--- src/rtl/mux_channel_scanner_if.sv ---
// Frame delivery bus: assembled scan frame offered downstream on valid/ready.
interface mux_channel_scanner_if;
    localparam int unsigned CHANNELS = 32;

    logic [CHANNELS-1:0] frame;
    logic                frame_valid;
    logic                frame_ready;

    modport master (output frame, output frame_valid, input frame_ready);
    modport slave  (input frame, input frame_valid, output frame_ready);
endinterface

--- src/rtl/mux_channel_scanner.sv ---
// Channel scanner in front of a 32:1 mux: drives the select, samples one enabled
// channel per clock into a frame and hands the frame off on valid/ready.
// Optional build macro SCAN_AUTO_RESTART_EN: a frame transfer immediately starts
// the next scan with the retained mask instead of returning to IDLE.
module mux_channel_scanner (
    input  logic                   clk,
    input  logic                   rst,
    input  logic                   start,
    input  logic [31:0]            mask,
    input  logic                   mux_bit,
    output logic [4:0]             s,
    output logic                   busy,
    output logic                   done,
    mux_channel_scanner_if.master  frame_bus
);
    localparam int unsigned CHANNELS = 32;
    localparam int unsigned SEL_W    = $clog2(CHANNELS);

    typedef enum logic [1:0] {IDLE, SCAN, HOLD} state_t;

    state_t              state;
    state_t              state_d;
    logic [CHANNELS-1:0] mask_q;
    logic [CHANNELS-1:0] frame_q;
    logic [SEL_W-1:0]    sel_q;
    logic                valid_q;
    logic                busy_q;
    logic                done_q;
    logic                valid_d;
    logic                busy_d;
    logic                done_d;

    logic [CHANNELS-1:0] above_sel;
    logic                has_higher;
    logic                xfer;
    logic [SEL_W-1:0]    first_sel;
    logic [SEL_W-1:0]    next_sel;

    // Lowest set index of a channel vector (0 when empty).
    function automatic logic [SEL_W-1:0] lowest_set(input logic [CHANNELS-1:0] v);
        lowest_set = '0;
        for (int i = CHANNELS - 1; i >= 0; i--) begin
            if (v[i]) lowest_set = SEL_W'(i);
        end
    endfunction

    // Enabled channels strictly above the current select; empty once 31 is reached.
    assign above_sel  = mask_q & ~((CHANNELS'(2) << sel_q) - CHANNELS'(1));
    assign has_higher = |above_sel;
    assign next_sel   = lowest_set(above_sel);
    assign first_sel  = lowest_set(mask);
    assign xfer       = (state == HOLD) && frame_bus.frame_ready;

`ifdef SCAN_AUTO_RESTART_EN
    logic [SEL_W-1:0] restart_sel;
    assign restart_sel = lowest_set(mask_q);
`endif

    // State register and registered status flags.
    always_ff @(posedge clk or posedge rst) begin
        if (rst) begin
            state   <= IDLE;
            valid_q <= 1'b0;
            busy_q  <= 1'b0;
            done_q  <= 1'b0;
        end else begin
            state   <= state_d;
            valid_q <= valid_d;
            busy_q  <= busy_d;
            done_q  <= done_d;
        end
    end

    // Next-state decision.
    always_comb begin
        state_d = state;
        case (state)
            IDLE: begin
                if (start) state_d = (|mask) ? SCAN : HOLD;
            end
            SCAN: begin
                if (!has_higher) state_d = HOLD;
            end
            HOLD: begin
`ifdef SCAN_AUTO_RESTART_EN
                if (xfer) state_d = (|mask_q) ? SCAN : HOLD;
`else
                if (xfer) state_d = IDLE;
`endif
            end
            default: state_d = IDLE;
        endcase
    end

    // Status flags follow the state being entered; done marks a transfer edge.
    always_comb begin
        valid_d = 1'b0;
        busy_d  = 1'b0;
        done_d  = 1'b0;
        valid_d = (state_d == HOLD);
        busy_d  = (state_d != IDLE);
        done_d  = xfer;
    end

    // Select, sample capture and mask retention.
    always_ff @(posedge clk or posedge rst) begin
        if (rst) begin
            sel_q   <= '0;
            frame_q <= '0;
            mask_q  <= '0;
        end else begin
            case (state)
                IDLE: begin
                    if (start) begin
                        mask_q  <= mask;
                        frame_q <= '0;
                        if (|mask) sel_q <= first_sel;
                    end
                end
                SCAN: begin
                    frame_q[sel_q] <= mux_bit;
                    if (has_higher) sel_q <= next_sel;
                end
                HOLD: begin
`ifdef SCAN_AUTO_RESTART_EN
                    if (xfer) begin
                        frame_q <= '0;
                        if (|mask_q) sel_q <= restart_sel;
                    end
`endif
                end
                default: ;
            endcase
        end
    end

    assign s                     = sel_q;
    assign busy                  = busy_q;
    assign done                  = done_q;
    assign frame_bus.frame       = frame_q;
    assign frame_bus.frame_valid = valid_q;
endmodule

--- src/flat_wrapper.sv ---
// flat-port wrapper written by rule: the top's interface ports become plain ports
module mux_channel_scanner_flat 
  (clk, rst, start, mask, mux_bit, s, busy, done, frame_bus_frame, frame_bus_frame_valid, frame_bus_frame_ready);
  mux_channel_scanner_if frame_bus_i ();
  input  logic clk;
  input  logic rst;
  input  logic start;
  input  logic [31:0] mask;
  input  logic mux_bit;
  output logic [4:0] s;
  output logic busy;
  output logic done;
  output wire logic [$bits(frame_bus_i.frame)-1:0] frame_bus_frame;
  output wire logic [$bits(frame_bus_i.frame_valid)-1:0] frame_bus_frame_valid;
  input wire logic [$bits(frame_bus_i.frame_ready)-1:0] frame_bus_frame_ready;
  assign frame_bus_frame = frame_bus_i.frame;
  assign frame_bus_frame_valid = frame_bus_i.frame_valid;
  assign frame_bus_i.frame_ready = frame_bus_frame_ready;
  mux_channel_scanner u_core (.clk(clk), .rst(rst), .start(start), .mask(mask), .mux_bit(mux_bit), .s(s), .busy(busy), .done(done), .frame_bus(frame_bus_i));
endmodule
--- config.mk ---
export PLATFORM = sky130hd
export DESIGN_NAME = mux_channel_scanner_flat
export DESIGN_NICKNAME = d
export VERILOG_FILES = /design/src/rtl/mux_channel_scanner_if.sv /design/src/rtl/mux_channel_scanner.sv /design/src/flat_wrapper.sv
export SDC_FILE = /design/constraint.sdc
export NUM_CORES = 1
export LEC_CHECK = 0
export CAP_MARGIN = 20
export CORE_UTILIZATION = 49
export CTS_CLUSTER_DIAMETER = 50
export DETAILED_ROUTE_END_ITERATION = 10
export GPL_TIMING_DRIVEN = 0
export PLACE_DENSITY = 0.81
export SYNTH_ARGS = -nofsm -noshare
export SYNTH_HDL_FRONTEND = slang
export SYNTH_SLANG_ARGS = --single-unit
--- constraint.sdc ---
create_clock -name clk -period 3.2 [get_ports clk]
set_input_delay 0.48 -clock clk [delete_from_list [all_inputs] [get_ports clk]]
set_output_delay 0.48 -clock clk [all_outputs]
set_load 0.1 [all_outputs]
### The metal 1 layer

Drawn at 4 px/um. Supply wires on this layer in gray.
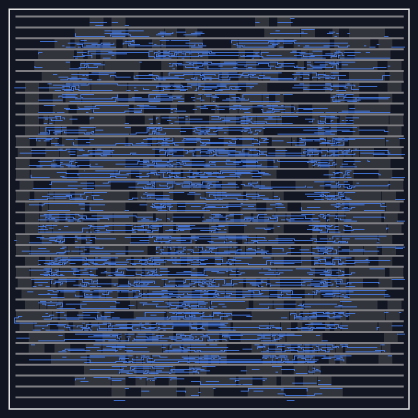
The longest straight run is 33.6 um. The wires run mostly horizontal. The layer carries 6330 um of wire.

### Met2 routing

Drawn at 4 px/um.
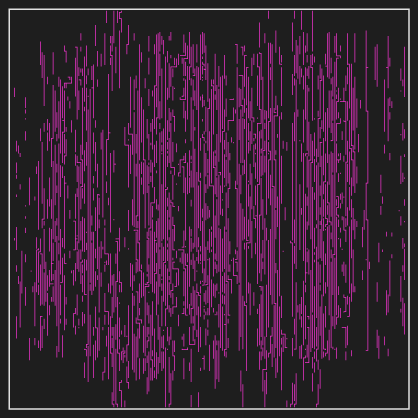
The layer holds 48% of the routed length. 624 nets have wire on it. The layer carries 7330 um of wire.

==> metrics.csv <==
metric,value,unit
die height,99.6,um
Final ANT Viol Nets,0,
GR peak layer,met2,
sequential cell power,1.61,mW
FF-to-FF Start,u_core.s[4]$_DFFE_PP0P_,
crit end category,flop,
Ports,77,
placed cell areas,5670,sq um
grt met3 use,3.72,%
Setup CP Type,reg2reg,
# Taps,129,
Setup-failing EPs final,0,
DRT Wirelength,15200,um
CP arrival,3420,ps
flop share of the area,29.2,%
flop count,73,
R2R setup slack,20,ps
Post-synth mux share,8.10,%
clock sink total,73,
Antenna diodes,0,
most numerous logic cell after layout,o21ai_0,
Area Growth Syn to Fin,34.6,%
sequential fraction of the synthesis area,39.2,%
Comb power,4.88,mW
grt total ovfl,0,
GR met1 Demand/Resource,40.9,%
fin crit share,99.4,%
hold_ws,506,ps
Crit path top cell by count,o21ai_1,
CP max stage delay,480,ps
Comb gates,413,
Top Layout Cells,"83 x o21ai_0, 76 x clkdlybuf4s50_1, 68 x dfrtp_1",
Gate power share,67.6,%
status,"finished, final reports clean",
ClkCell Share,3.07,%
Core Area,9240,sq um
number of CTS-inserted buffers,9,
synth unique cells,69,
cell count after placement,738,
RSZ-0062 raised after global routing,yes,
Layout Skew,16.9,ps
critical-path maximum fanout,8,
"critical path, cell by cell","buf_8, nor3_4, nand2_2, ha_4, buf_4, or3_1, a221o_1, a32oi_2, o311ai_1, a31oi_1, o21ai_1, a21boi_1, o21ai_1",
number of global-route vias before repair,4569,
Final Critical Period,3180,ps
Rows,35,
post-route cell area,6280,sq um
Final nets,692,
count of non-CTS buffers in the layout,143,
YS chip area,4660,sq um
number of cells in Yosys stat,533,
max cap viols,0,
RR Endpoint,u_core.s[1]$_DFFE_PP0P_,
FF/Latch Area,1830,sq um
area used by multi-input combinational logic,2760,sq um
cells on worst reg2reg path,13,
maximum vdd ir drop,642,uV
layout cells sized above 1,21.5,%
Initial DRC Count,543,
Inverters,14,
OpenROAD warning count,28,
Post-Layout Cell Count,788,
### Metal 3

Drawn at 6 px/um.
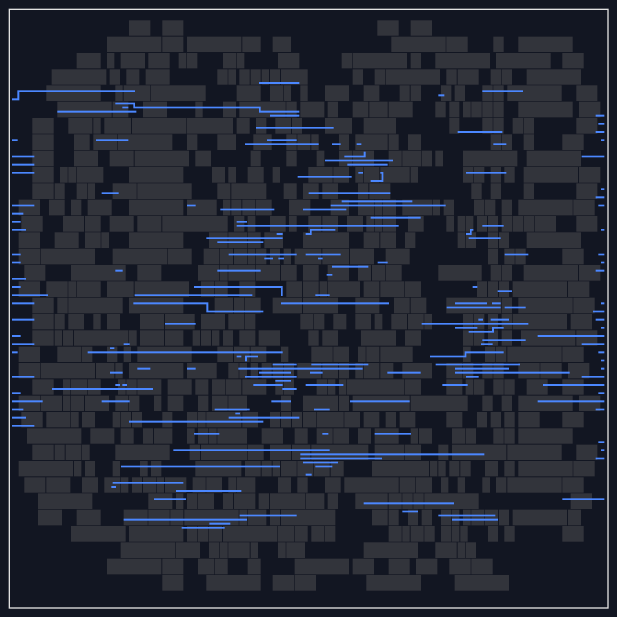
The layer carries 1070 um of wire. The layer holds 7.0% of the routed length. The longest straight run is 32.2 um.

### The metal 4 layer

Drawn at 4 px/um. Supply wires on this layer in gray.
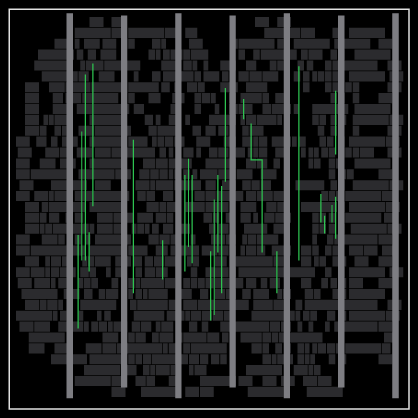
The longest straight run is 48.3 um. The wires run mostly vertical. 21 nets have wire on it. The layer holds 3.4% of the routed length.

-- flip-flops by register name, summed over array words and instances, names as in the netlist --
register and flops:
u_core.busy 1, u_core.frame_bus.frame 32, u_core.mask_q 31, u_core.frame_bus.frame_valid 1, u_core.state 2, u_core.done 1, u_core.s 5
-- worst max path at each step --
stage / start / to / slack [ps]
floorplan: u_core.s[3]$_DFFE_PP0P_ / u_core.s[1]$_DFFE_PP0P_ / -10
global placement: u_core.s[1]$_DFFE_PP0P_ / u_core.s[2]$_DFFE_PP0P_ / -520
detailed placement: u_core.s[1]$_DFFE_PP0P_ / u_core.s[1]$_DFFE_PP0P_ / -490
CTS: u_core.s[4]$_DFFE_PP0P_ / u_core.s[1]$_DFFE_PP0P_ / 9
global route: u_core.s[1]$_DFFE_PP0P_ / u_core.s[4]$_DFFE_PP0P_ / -100
finish: u_core.s[4]$_DFFE_PP0P_ / u_core.s[1]$_DFFE_PP0P_ / 20
-- cells in the mapped netlist, drive strengths merged, types with 5 or more instances --
cell / instances / area, sq um
o21ai: 86 / 430
dfrtp: 73 / 1830
a21oi: 47 / 235
nor2: 38 / 145
nand2: 34 / 128
mux2: 30 / 338
buf: 22 / 150
nor3: 18 / 113
nand3: 17 / 85.1
nor4: 15 / 121
inv: 14 / 52.6
clkbuf: 12 / 45.0
o211ai: 11 / 82.6
a31oi: 9 / 56.3
and2: 8 / 50.1
o31ai: 8 / 60.1
nand2b: 6 / 37.5
and3: 5 / 32.5
nand4: 5 / 31.3
nor2b: 5 / 31.3
o311ai: 5 / 43.8
-- layer usage --
layer	part of all wire (%)	vias up	wire, um
li1	-	2254	-
met1	42	2389	6330
met2	48	271	7330
met3	7.0	55	1070
met4	3.4	0	514
met5	0	-	0
No activity file was given, so power comes from the tool's default toggle rates.
